## config.mk

```make
export PLATFORM = sky130hd
export DESIGN_NAME = imem_fetch_ctrl
export DESIGN_NICKNAME = d
export VERILOG_FILES = /design/src/rtl/imem_pkg.sv /design/src/rtl/fetch_fifo.sv /design/src/rtl/imem_fetch_ctrl.sv
export SDC_FILE = /design/constraint.sdc
export NUM_CORES = 1
export LEC_CHECK = 0
export CORE_MARGIN = 1.5
export CORE_UTILIZATION = 50
export CTS_CLUSTER_SIZE = 20
export DETAILED_ROUTE_END_ITERATION = 8
export GPL_TIMING_DRIVEN = 1
export PLACE_DENSITY = 0.78
export SLEW_MARGIN = 20
export SYNTH_ARGS = -nofsm -noshare
export SYNTH_HDL_FRONTEND = slang
export SYNTH_SLANG_ARGS = --single-unit
```

## constraint.sdc

```tcl
create_clock -name clk -period 3.2 [get_ports clk]
set_clock_uncertainty 0.2 [all_clocks]
set_input_delay 0.32 -clock clk [delete_from_list [all_inputs] [get_ports clk]]
set_output_delay 0.32 -clock clk [all_outputs]
set_load 0.005 [all_outputs]
```

## src/rtl/imem_pkg.sv

```systemverilog
// Shared constants, state encoding and fetch-target check for the CPU31 instruction fetch path.
package imem_pkg;

  localparam logic [31:0] IMEM_BASE_DFLT = 32'h0040_0000;
  localparam int          IMEM_AW_DFLT   = 11;

  localparam logic [1:0] ST_IDLE  = 2'd0;
  localparam logic [1:0] ST_RUN   = 2'd1;
  localparam logic [1:0] ST_FAULT = 2'd2;

  typedef struct packed {
    logic [31:0] pc;
    logic [31:0] instr;
  } fetch_entry_t;

  // 33-bit limit so a window ending at 2^32 cannot wrap to a small value.
  function automatic logic pc_valid(input logic [31:0] pc, input logic [31:0] base,
                                    input int aw);
    logic [32:0] lim;
    lim = {1'b0, base} + (33'd4 << aw);
    return (pc[1:0] == 2'b00) && (pc >= base) && ({1'b0, pc} < lim);
  endfunction

endpackage

```

## src/rtl/fetch_fifo.sv

```systemverilog
// Small prefetch FIFO of {pc, instr} entries; flush empties it in one cycle.
module fetch_fifo
  import imem_pkg::*;
#(
  parameter  int DEPTH = 2,
  localparam int PW    = (DEPTH > 1) ? $clog2(DEPTH) : 1,
  localparam int CW    = $clog2(DEPTH + 1)
) (
  input  logic         clk,
  input  logic         rst_n,
  input  logic         push_i,
  input  logic         pop_i,
  input  logic         flush_i,
  input  fetch_entry_t wdata_i,
  output logic [CW-1:0] count_o,
  output logic         head_valid_o,
  output fetch_entry_t head_o
);

  fetch_entry_t  mem_q [DEPTH];
  logic [PW-1:0] rd_q, wr_q;
  logic [CW-1:0] cnt_q;

  always_ff @(posedge clk or negedge rst_n) begin
    if (!rst_n) begin
      for (int i = 0; i < DEPTH; i++) mem_q[i] <= '0;
      rd_q  <= '0;
      wr_q  <= '0;
      cnt_q <= '0;
    end else if (flush_i) begin
      rd_q  <= '0;
      wr_q  <= '0;
      cnt_q <= '0;
    end else begin
      // Push into a full FIFO only happens alongside a pop, so the slot is the one leaving.
      if (push_i) begin
        mem_q[wr_q] <= wdata_i;
        wr_q        <= wr_q + 1'b1;
      end
      if (pop_i) rd_q <= rd_q + 1'b1;
      cnt_q <= cnt_q + CW'(push_i) - CW'(pop_i);
    end
  end

  assign count_o      = cnt_q;
  assign head_valid_o = (cnt_q != '0);
  assign head_o       = mem_q[rd_q];

endmodule

```

## src/rtl/imem_fetch_ctrl.sv

```systemverilog
// Instruction-fetch sequencer: fetch PC, ROM address, push gating, redirect/fault FSM.
module imem_fetch_ctrl
  import imem_pkg::*;
#(
  parameter logic [31:0] IMEM_BASE = IMEM_BASE_DFLT,
  parameter int          IMEM_AW   = IMEM_AW_DFLT,
  parameter int          DEPTH     = 2
) (
  input  logic               clk,
  input  logic               rst_n,
  input  logic               fetch_en,
  input  logic               redirect_valid,
  input  logic [31:0]        redirect_pc,
  output logic [IMEM_AW-1:0] im_addr,
  input  logic [31:0]        im_instr,
  output logic               out_valid,
  input  logic               out_ready,
  output logic [31:0]        out_pc,
  output logic [31:0]        out_instr,
  output logic               fault
);

  localparam int CW = $clog2(DEPTH + 1);

  logic [1:0]    state_q, state_d;
  logic [31:0]   pc_q, pc_d;
  logic [CW-1:0] count;
  logic          pc_ok, redir_ok, push, pop;
  fetch_entry_t  head, wentry;

  assign pc_ok    = pc_valid(pc_q, IMEM_BASE, IMEM_AW);
  assign redir_ok = pc_valid(redirect_pc, IMEM_BASE, IMEM_AW);

  // A redirect suppresses the handshake entirely; the flush wins.
  assign pop  = out_valid & out_ready & ~redirect_valid;
  assign push = (state_q == ST_RUN) & ~redirect_valid & pc_ok &
                ((count < CW'(DEPTH)) | pop);

  assign wentry = '{pc: pc_q, instr: im_instr};

  always_comb begin
    state_d = state_q;
    pc_d    = pc_q;
    if (redirect_valid) begin
      pc_d = redirect_pc;
      if (!redir_ok)     state_d = ST_FAULT;
      else if (fetch_en) state_d = ST_RUN;
      else               state_d = ST_IDLE;
    end else begin
      if (push) pc_d = pc_q + 32'd4;
      case (state_q)
        ST_IDLE: if (fetch_en) state_d = ST_RUN;
        ST_RUN: begin
          if (!pc_ok)         state_d = ST_FAULT;
          else if (!fetch_en) state_d = ST_IDLE;
        end
        default: ;
      endcase
    end
  end

  always_ff @(posedge clk or negedge rst_n) begin
    if (!rst_n) begin
      state_q <= ST_IDLE;
      pc_q    <= IMEM_BASE;
    end else begin
      state_q <= state_d;
      pc_q    <= pc_d;
    end
  end

  fetch_fifo #(.DEPTH(DEPTH)) u_fifo (
    .clk          (clk),
    .rst_n        (rst_n),
    .push_i       (push),
    .pop_i        (pop),
    .flush_i      (redirect_valid),
    .wdata_i      (wentry),
    .count_o      (count),
    .head_valid_o (out_valid),
    .head_o       (head)
  );

  // Out-of-window PCs still produce a (truncated) address; the ROM read is just ignored.
  assign im_addr   = IMEM_AW'((pc_q - IMEM_BASE) >> 2);
  assign out_pc    = head.pc;
  assign out_instr = head.instr;
  assign fault     = (state_q == ST_FAULT);

endmodule
```

==> results.py, run 1 <==
# Auto-generated metrics
metrics = {
    "outcome": {
        "status": "finished, final reports clean",
    },
    "timing": {
        "rsz0062_at_grt": "no",
        "setup_viol": 0,
        "worst_slew_pin_slew_ns": 0.7638,
        "relSlewSlack_pct": 49.08,
        "fmax_ghz": 0.3504,
        "finalMaxSlewViolations": 0,
        "setup_slack_ns": 0.3459,
        "hold_viol_final": 0,
        "min_period_over_period_pct": 89.19,
    },
    "worst_hold_path": {
        "min_delay_path_depth": 3,
        "min_to": "pc_q[4]$_DFFE_PN0P_",
        "min_path_type": "input port to flip-flop",
        "hp-start": "redirect_pc[4]",
    },
    "yosys": {
        "synthesis.area_um2": 7418,
        "fp_nets": 604,
        "ys_ff": 166,
        "ys_seq_share_pct": 56.01,
        "ys_area_um2": 7418,
        "syn_area_per_cell_um2": 13.97,
        "yosys_cells": 531,
    },
    "route": {
        "first_iter_violations": 139,
        "vias_per_cell": 5.346,
        "drt-wirelength-per-cell_um": 18.02,
        "drtPass1Iterations": 4,
    },
    "worst_setup_path": {
        "startpoint": "u_fifo.rd_q$_DFFE_PN0P_",
        "endpoint": "out_pc[22]",
        "arrival_ns": 2.33,
        "endpoint_kind": "primary output",
        "crit_family": "buffers and inverters",
        "reg2reg_depth": 6,
        "critPathMaxFanout": 22,
        "crit_chain": "buf_4 -> mux2_2 -> clkdlybuf4s50_1",
        "crit_type": "flip-flop to primary output",
        "worst-path-buf-inv": 2,
        "reg2reg_slack_ns": 0.43,
        "reg2reg_to": "u_fifo.mem_q[89]$_DFFE_PN0P_",
        "critPathLaunchType": "flip-flop",
        "slowest_stage": "dfrtp_2",
    },
    "grt": {
        "antenna_found_initial": 0,
        "first_global_vias": 5013,
        "grtUsageTotal_pct": 20.90,
        "grt_pass1_wl_mm": 25.79,
        "grt_max_degree": 85,
    },
    "clocking": {
        "htreeDepth": 4,
        "cts_buffer_depth": 2,
        "cts_setup_buffers": 0,
        "insertion_delay_ns": 0.42,
        "cts.sink_count": 166,
        "cts_buffers": 17,
        "cts_tree": "built",
        "path_clk_slew_ns": 0.07,
    },
    "cells_and_area": {
        "drive_gt1_share_pct": 32.50,
        "fin_nets": 741,
        "fillers": 1067,
        "antenna_cells": 0,
        "synthToLayoutAreaGrowth_pct": 29.48,
        "regArea_um2": 4156,
        "final_cells": 864,
        "stdcell_area_um2": 9605,
    },
    "power_and_ir_drop": {
        "power_density_nw_per_um2": 463.3,
        "vdd_drop_max_uv": 363.5,
    },
    "floorplanning": {
        "rows": 44,
        "dieWidth_um": 124.8,
        "core_util_floorplan_pct": 51.04,
        "io_pins": 146,
        "die_h_um": 124.8,
    },
    "flow_run": {
        "tool_warnings": 28,
        "maxCapViolations": 0,
    },
    "placement": {
        "placedCellCount": 832,
        "placed_area_um2": 9012,
        "port_buffers": 145,
        "finalWeightedCongestion": 0.8006,
    },
}
run 1: metrics by stage:
stage | power [mW] | utilization [%] | hold WS, ns
2_1_floorplan | 2.296 | - | -0.1756
5_1_grt | 4.604 | 66.09 | 0.2574
3_5_place_dp | 2.474 | 62.01 | 0.2280
3_3_place_gp | 2.464 | 62.01 | 0.2103
6_report | 4.450 | 66.09 | 0.2574
4_1_cts | 4.494 | 66.09 | 0.2388
run 1: synthesized netlist by cell type (6+ instances only):
| cell | number | area share [%] |
|---|---|---|
| mux2_4 | 39 | 7.9 |
| buf_4 | 13 | 1.3 |
| inv_1 | 6 | 0.30 |
| dfrtp_1 | 165 | 56 |
| nor2b_1 | 23 | 1.9 |
| nand2_1 | 17 | 0.86 |
| mux2_2 | 132 | 20 |
| nor2_1 | 7 | 0.35 |
| xnor2_1 | 10 | 1.2 |
| o21ai_0 | 12 | 0.81 |
| and2_1 | 21 | 1.8 |
| nor4_1 | 16 | 1.3 |
| clkbuf_1 | 18 | 0.91 |
run 1: logic make-up (layout without fill, tap and decap cells):
kind of cell	count (synthesis)	after routing	synth area share [%]
flops	166	166	56.01
buf+inv	46	195	3.542
mux	172	172	28.07
fa+ha+maj	4	4	0.6747
simple gates	113	113	8.872
xor+xnor	14	14	1.653
compound gates	16	16	1.181
run 1: final cells by class:
cell class	instances	area share, %
multi-input cells	319	31.34
inverters	6	0.2345
repair buffers	158	16.69
clock inverters	11	1.316
flip-flops and latches	166	43.27
clock buffers	20	4.754
well taps	184	2.397
run 1: where the power goes:
part | leakage [nW] | internal, mW | switching (mW)
Clock | 0.274 | 1.19 | 0.826
Combinational | 2.03 | 0.145 | 0.104
Sequential | 2.24 | 2.14 | 0.0480
run 1: worst reg2reg max path, delay by kind of cell, from the launching register on:
| family | cells | cell delay [ns] |
|---|---|---|
| muxes | 1 | 0.34 |
| and+or+nand+nor | 4 | 1.33 |
| DFF | 1 | 0.53 |
| buffers and inverters | 1 | 0.25 |
run 1: state kept, by name, summed over array words and instances (netlist names):
signal	cells
u_fifo.mem_q	128
u_fifo.rd_q	1
pc_q	32
state_q	2
u_fifo.wr_q	1
u_fifo.count_o	2
run 1: cell usage in the layout, fill, tap and decap left out, drive strengths merged, types with 5 or more instances in the layout:
master / netlist / layout
mux2: 171 / 171
dfrtp: 165 / 165
clkdlybuf4s50: 0 / 144
nor2b: 23 / 23
and2: 21 / 21
clkbuf: 18 / 20
nand2: 17 / 17
nor4: 16 / 16
buf: 22 / 13
o21ai: 12 / 12
xnor2: 10 / 10
nor2: 7 / 7
inv: 6 / 7
nor4b: 5 / 5
nand4: 5 / 5
run 1: per-layer routing:
layer	GRT usage (%)	share of wire, %
met5	0	0
met4	7.099	1.4
met3	4.167	4.5
met2	33.10	47
met1	28.94	47
run 1: repair_timing:
item / CTS / global route
setup endpoints to repair: 0 / 0
hold endpoints to repair: 82 / 0
hold buffers: 1 / 0
gates resized: 0 / 0
Run 1, metal 1:
Supply wires on this layer in gray.
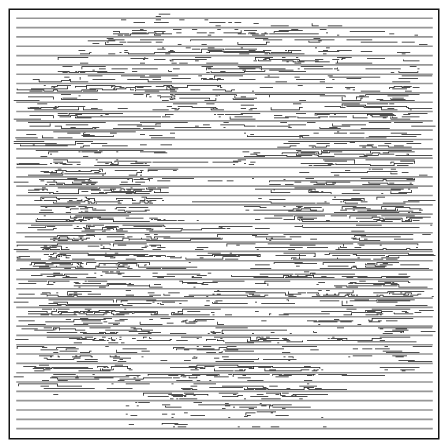
share of all routed wire = 47%
longest straight run = 37.7 um
wire length on this layer = 7340 um
main direction = horizontal
nets with wire on the layer = 659

Run 1, M2 wires:
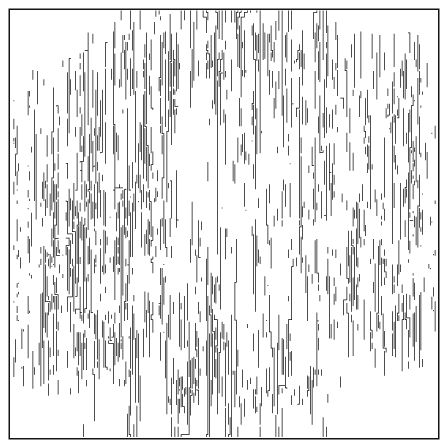
nets with wire on the layer = 676
longest straight run = 50.7 um
share of all routed wire = 47%
main direction = vertical
wire length on this layer = 7290 um

Run 1, the metal 3 layer:
The bar under the picture is 20 um long. Cells faint in the background.
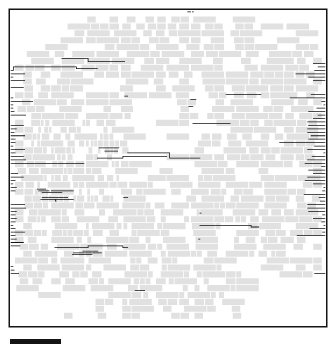
share of all routed wire = 4.6%
longest straight run = 28.8 um
main direction = horizontal
DRT Wirelength: 15.57 mm
via count: 4619

Run 1, the clock network:
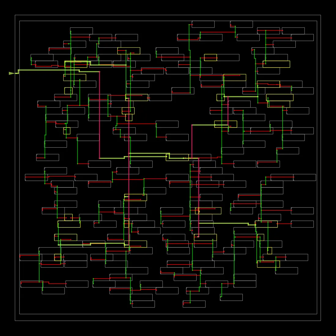

--- run 2 (diff from run 1) ---
--- a/config.mk
+++ b/config.mk
@@ -6,11 +6,12 @@
 export NUM_CORES = 1
 export LEC_CHECK = 0
 export CORE_MARGIN = 1.5
-export CORE_UTILIZATION = 50
+export CORE_UTILIZATION = 52
 export CTS_CLUSTER_SIZE = 20
 export DETAILED_ROUTE_END_ITERATION = 8
 export GPL_TIMING_DRIVEN = 1
-export PLACE_DENSITY = 0.78
+export PLACE_DENSITY = 0.8
+export SKIP_CTS_REPAIR_TIMING = 1
 export SLEW_MARGIN = 20
 export SYNTH_ARGS = -nofsm -noshare
 export SYNTH_HDL_FRONTEND = slang
Run 2, the clock network:
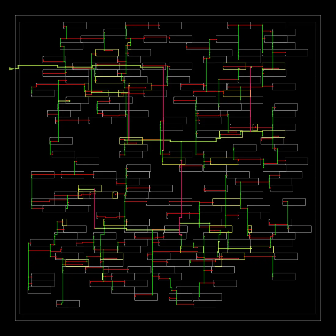
clk sinks: 166
clk pwr: 2.08 mW
clock buffer count: 20
seq_cells: 166

Run 2, M2 wires:
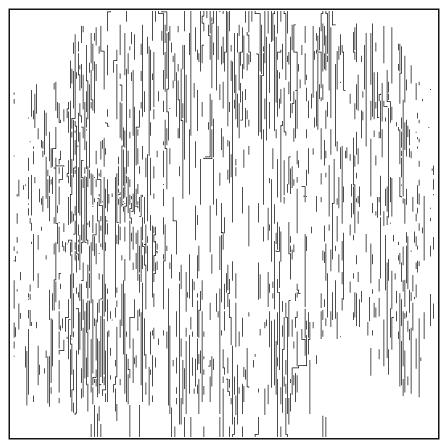
longest straight run = 45.9 um
share of all routed wire = 48%
main direction = vertical
nets with wire on the layer = 693
wire length on this layer = 7570 um

==> run 2 against run 1 <==
Net effect:
- cell count decreased by 0.46%
- flip-flop count unchanged
- register-to-register slack about the same
- non-clock buffer count unchanged
- die area decreased by 3.8%
- hold slack got worse by 0.067 ns
- first-iteration DRC count increased by 28%
- clock power increased by 3%
==> results.py, run 2 <==
# Auto-generated metrics
metrics = {
    "flow_run": {
        "tool_warnings": 28,
    },
    "yosys": {
        "fp_nets": 604,
        "top_cell": "dfrtp_1",
        "syn_area_per_cell_um2": 13.97,
        "ys_area_um2": 7418,
        "ys_seq_share_pct": 56.01,
        "yosys_cells": 531,
    },
    "power_and_ir_drop": {
        "switching_share_pct": 20.90,
        "fin_total_pwr_mw": 4.523,
        "seqPwrFrac_pct": 48.4,
        "switching_power_uw": 945.5,
        "clkPwrFrac_pct": 46.0,
    },
    "worst_setup_path": {
        "crit_type": "flip-flop to flip-flop",
        "critPathLaunchType": "flip-flop",
        "reg2reg_depth": 7,
        "reg2reg_to": "u_fifo.count_o[1]$_DFF_PN0_",
    },
    "grt": {
        "first_global_vias": 4935,
        "grtUsageTotal_pct": 21.82,
    },
    "floorplanning": {
        "core_util_floorplan_pct": 53.44,
        "die_h_um": 122.4,
    },
    "cells_and_area": {
        "layout_top_cells": "164 x dfrtp_1, 144 x clkdlybuf4s50_1, 132 x mux2_2, 39 x mux2_4, 23 x nor2b_1",
        "mostFrequentLayoutCell": "dfrtp_1",
        "synthToLayoutAreaGrowth_pct": 29.57,
        "regMostFlops": "u_fifo.mem_q",
    },
    "timing": {
        "hold_viol_final": 0,
        "finalMaxSlewViolations": 0,
        "rsz0062_at_grt": "no",
        "min_period_over_period_pct": 86.51,
        "relSlewSlack_pct": 62.13,
        "setup_slack_ns": 0.4317,
    },
    "placement": {
        "placedCellCount": 828,
    },
    "outcome": {
        "status": "finished, final reports clean",
    },
    "worst_hold_path": {
        "min_path_type": "input port to asynchronous set/reset pin",
    },
    "route": {
        "drt-wirelength-per-cell_um": 18.20,
        "wl_mm": 15.65,
    },
    "clocking": {
        "insertion_delay_ns": 0.42,
        "htreeDepth": 4,
    },
}
-- run 2: cell counts after synthesis --
No cell type changed its count.
-- run 2: worst max-delay path by stage --
| stage | from | to | slack (ns) | cells after the start |
|---|---|---|---|---|
| 3_5_place_dp | out_ready | u_fifo.mem_q[25]$_DFFE_PN0P_ | 0.27 | 7 |
| 3_3_place_gp | out_ready | u_fifo.mem_q[18]$_DFFE_PN0P_ | 0.36 | 7 |
| 4_1_cts | pc_q[22]$_DFFE_PN1P_ | u_fifo.count_o[1]$_DFF_PN0_ | 0.42 | 7 |
| 5_1_grt | pc_q[22]$_DFFE_PN1P_ | u_fifo.count_o[1]$_DFF_PN0_ | 0.20 | 7 |
| 2_1_floorplan | pc_q[22]$_DFFE_PN1P_ | u_fifo.mem_q[12]$_DFFE_PN0P_ | 0.78 | 7 |
| 6_report | pc_q[22]$_DFFE_PN1P_ | u_fifo.count_o[1]$_DFF_PN0_ | 0.43 | 7 |
-- run 2: cell families (layout without fill, tap and decap cells) --
kind of cell / count (synthesis) / in the layout / share of synthesized area (%)
XOR/XNOR: 14 / 14 / 1.653
AND-OR/OR-AND: 16 / 16 / 1.181
flip-flops: 166 / 166 / 56.01
adder cells (fa/ha/maj): 4 / 4 / 0.6747
buffers and inverters: 46 / 195 / 3.542
multiplexers: 172 / 172 / 28.07
AND/OR/NAND/NOR: 113 / 113 / 8.872
-- run 2: stage by stage --
stage | utilization (%) | hold WS (ns) | area (um^2)
global route | 69.24 | 0.2104 | 9612
finish | 69.24 | 0.1903 | 9612
global placement | 64.89 | 0.06201 | 9007
CTS | 69.17 | -0.3818 | 9602
floorplan | - | -0.1756 | 7418
detailed placement | 64.89 | 0.07730 | 9007
-- run 2: metal layers --
layer  vias up  global-route usage, %  part of all wire (%)
met5         -                      0                     0
met2       157                  35.23                    48
met3        15                  5.344                   5.4
met4         0                  6.323                   1.1
li1       2121                      -                     -
met1      2369                  29.45                    45
-- run 2: power by group through the flow --
stage	registers [mW]	clock network (mW)	logic (mW)
3_5_place_dp	2.22	0	0.252
3_3_place_gp	2.22	0	0.245
6_report	2.19	2.08	0.252
4_1_cts	2.19	2.11	0.255
2_1_floorplan	2.21	0	0.0881
5_1_grt	2.19	2.20	0.276
-- run 2: critical path, cell delays in order (launching register included) --
cell and delay [ns]:
dfstp_2 0.54, nor4b_1 0.34, nand4_1 0.51, nor4_1 0.46, ha_1 0.23, xor2_1 0.19, xnor2_1 0.14, nor2_1 0.05
-- run 2: layout make-up --
type	instances	area (um^2)
clock buffer	20	436.7
clock inverter	11	157.7
fill	977	4269
inverter	6	22.52
multi-input combinational	319	3010
sequential	166	4156
tap	180	225.2
timing repair buffer	158	1603
--- run 3 (diff from run 2) ---
--- a/config.mk
+++ b/config.mk
@@ -12,7 +12,7 @@
 export GPL_TIMING_DRIVEN = 1
 export PLACE_DENSITY = 0.8
 export SKIP_CTS_REPAIR_TIMING = 1
-export SLEW_MARGIN = 20
+export SLEW_MARGIN = 40
 export SYNTH_ARGS = -nofsm -noshare
 export SYNTH_HDL_FRONTEND = slang
 export SYNTH_SLANG_ARGS = --single-unit
Run 3, the metal 4 layer:
Supply wires on this layer in gray. Cells faint in the background.
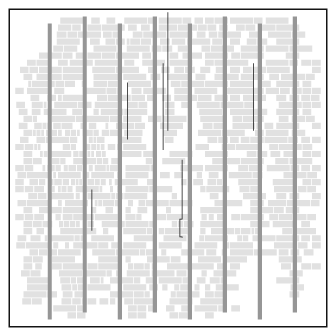
share of all routed wire = 1.1%
nets with wire on the layer = 3
wire length on this layer = 174 um
longest straight run = 45.6 um
DRT Wirelength: 15.65 mm
via count: 4662

==> run 3 against run 2 <==
Net effect:
- highest routed layer unchanged
- critical path depth did not move
- critical path type unchanged
- die area unchanged
- sequential share of layout area unchanged
==> results.py, run 3 <==
# Auto-generated metrics
metrics = {
    "route": {
        "vias_per_cell": 5.421,
        "drt-wirelength-per-cell_um": 18.20,
        "first_iter_violations": 178,
    },
    "clocking": {
        "cts_buffer_depth": 2,
        "path_clk_slew_ns": 0.06,
        "cts_buffers": 17,
        "insertion_delay_ns": 0.42,
        "cts.sink_count": 166,
    },
    "floorplanning": {
        "io_pins": 146,
        "rows": 43,
        "die_h_um": 122.4,
    },
    "grt": {
        "grt_pass1_wl_mm": 25.07,
        "grtUsageTotal_pct": 21.82,
        "first_global_vias": 4935,
        "antenna_found_initial": 0,
        "grt_max_degree": 65,
    },
    "flow_run": {
        "tool_warnings": 28,
        "maxCapViolations": 0,
    },
    "placement": {
        "port_buffers": 145,
        "placedCellCount": 828,
        "finalWeightedCongestion": 0.8566,
    },
    "yosys": {
        "syn_area_per_cell_um2": 13.97,
        "ys_area_um2": 7418,
        "top_area_cell": "dfrtp_1",
        "synthesis.area_um2": 7418,
        "topCellsByArea": "dfrtp_1 56%, mux2_2 20%, mux2_4 7.9%",
        "ys_seq_share_pct": 56.01,
        "top_cell": "dfrtp_1",
        "top_area_share_pct": 55.66,
        "ys_ff": 166,
        "fp_nets": 604,
    },
    "cells_and_area": {
        "antenna_cells": 0,
        "drive_gt1_share_pct": 32.21,
        "largest_reg_flops": 128,
        "final_cells": 860,
        "fillers": 977,
        "top_regs": "u_fifo.mem_q: 128 flops, pc_q: 32 flops",
        "fin_nets": 741,
        "final_util_pct": 69.24,
        "regMostFlops": "u_fifo.mem_q",
        "regArea_um2": 4156,
        "layout_top_cells": "164 x dfrtp_1, 144 x clkdlybuf4s50_1, 132 x mux2_2, 39 x mux2_4, 23 x nor2b_1",
    },
    "timing": {
        "hold_slack_ns": 0.1903,
        "finalMaxSlewViolations": 0,
        "fmax_ghz": 0.3612,
        "worst_slew_pin_slew_ns": 0.5680,
        "setup_slack_ns": 0.4317,
        "min_period_ns": 2.768,
        "min_period_over_period_pct": 86.51,
        "rsz0062_at_grt": "no",
        "setup_viol": 0,
    },
    "power_and_ir_drop": {
        "power_density_nw_per_um2": 470.6,
        "vdd_drop_max_uv": 378.5,
    },
    "worst_setup_path": {
        "reg2reg_slack_ns": 0.43,
        "critPathMaxFanout": 13,
        "crit_type": "flip-flop to flip-flop",
        "critPathLaunchType": "flip-flop",
        "critical-path-max-stage-delay_ns": 0.54,
        "slowest_stage": "dfstp_2",
        "crit_chain": "nor4b_1 -> nand4_1 -> nor4_1 -> ha_1 -> xor2_1 -> xnor2_1 -> nor2_1",
        "arrival_ns": 2.87,
        "endpoint_kind": "flip-flop",
    },
    "worst_hold_path": {
        "min_path_type": "input port to asynchronous set/reset pin",
    },
    "outcome": {
        "status": "finished, final reports clean",
    },
}
Run 3, metal 1:
Supply wires on this layer in gray.
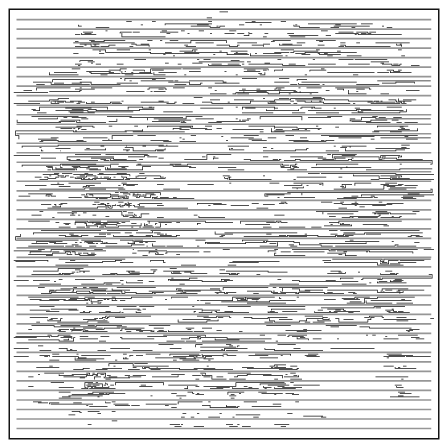
wire length on this layer = 7070 um
longest straight run = 41.4 um
met1 GRT Util: 29.45%

run 3: cell counts after synthesis:
No cell type changed its count.
run 3: path summary, 6_finish.rpt:
path	startpoint	end	cells past startpoint
setup / recovery	pc_q[22]$_DFFE_PN1P_	u_fifo.count_o[1]$_DFF_PN0_	7
hold reg to reg	u_fifo.mem_q[54]$_DFFE_PN0P_	u_fifo.mem_q[54]$_DFFE_PN0P_	1
hold / removal	rst_n	u_fifo.mem_q[93]$_DFFE_PN0P_	2
min in group clk	redirect_pc[8]	pc_q[8]$_DFFE_PN0P_	3
max in group asynchronous	rst_n	u_fifo.rd_q$_DFFE_PN0P_	3
setup reg to reg	pc_q[22]$_DFFE_PN1P_	u_fifo.count_o[1]$_DFF_PN0_	7
run 3: critical path, delay by kind of cell, from the launching register on:
family / cells / cell delay, ns
DFF: 1 / 0.54
adders and majority gates: 1 / 0.23
xor gates and xnor gates: 2 / 0.33
and+or+nand+nor: 4 / 1.36
run 3: where the power goes:
group	switching (mW)	internal, mW	leakage (nW)
Sequential	0.0504	2.14	2.24
Clock	0.789	1.29	0.293
Combinational	0.106	0.146	2.03
run 3: layout make-up:
| cell class | instances | area share (%) |
|---|---|---|
| Clock buffer | 20 | 4.543 |
| Clock inverter | 11 | 1.640 |
| Timing Repair Buffer | 158 | 16.68 |
| Tap cell | 180 | 2.343 |
| Inverter | 6 | 0.2343 |
| Multi-Input combinational cell | 319 | 31.32 |
| Sequential cell | 166 | 43.24 |
run 3: layer usage:
| metal | track usage, % | wire, um |
|---|---|---|
| met1 | 29.45 | 7070 |
| met2 | 35.23 | 7566 |
| met3 | 5.344 | 842 |
| met4 | 6.323 | 173 |
| met5 | 0 | 0 |
run 3: logic make-up (layout without fill, tap and decap cells):
group	count (synthesis)	in the layout	synth area share, %
flops	166	166	56.01
compound gates	16	16	1.181
buf+inv	46	195	3.542
mux	172	172	28.07
xor+xnor	14	14	1.653
fa+ha+maj	4	4	0.6747
simple gates	113	113	8.872
run 3: per-stage QoR:
stage | total power, mW | cell area (um^2)
after global routing | 4.673 | 9612
after detailed placement | 2.477 | 9007
after global placement | 2.468 | 9007
final | 4.523 | 9612
after floorplan | 2.296 | 7418
after CTS | 4.557 | 9602
Power is estimated from default activity; no workload was simulated.
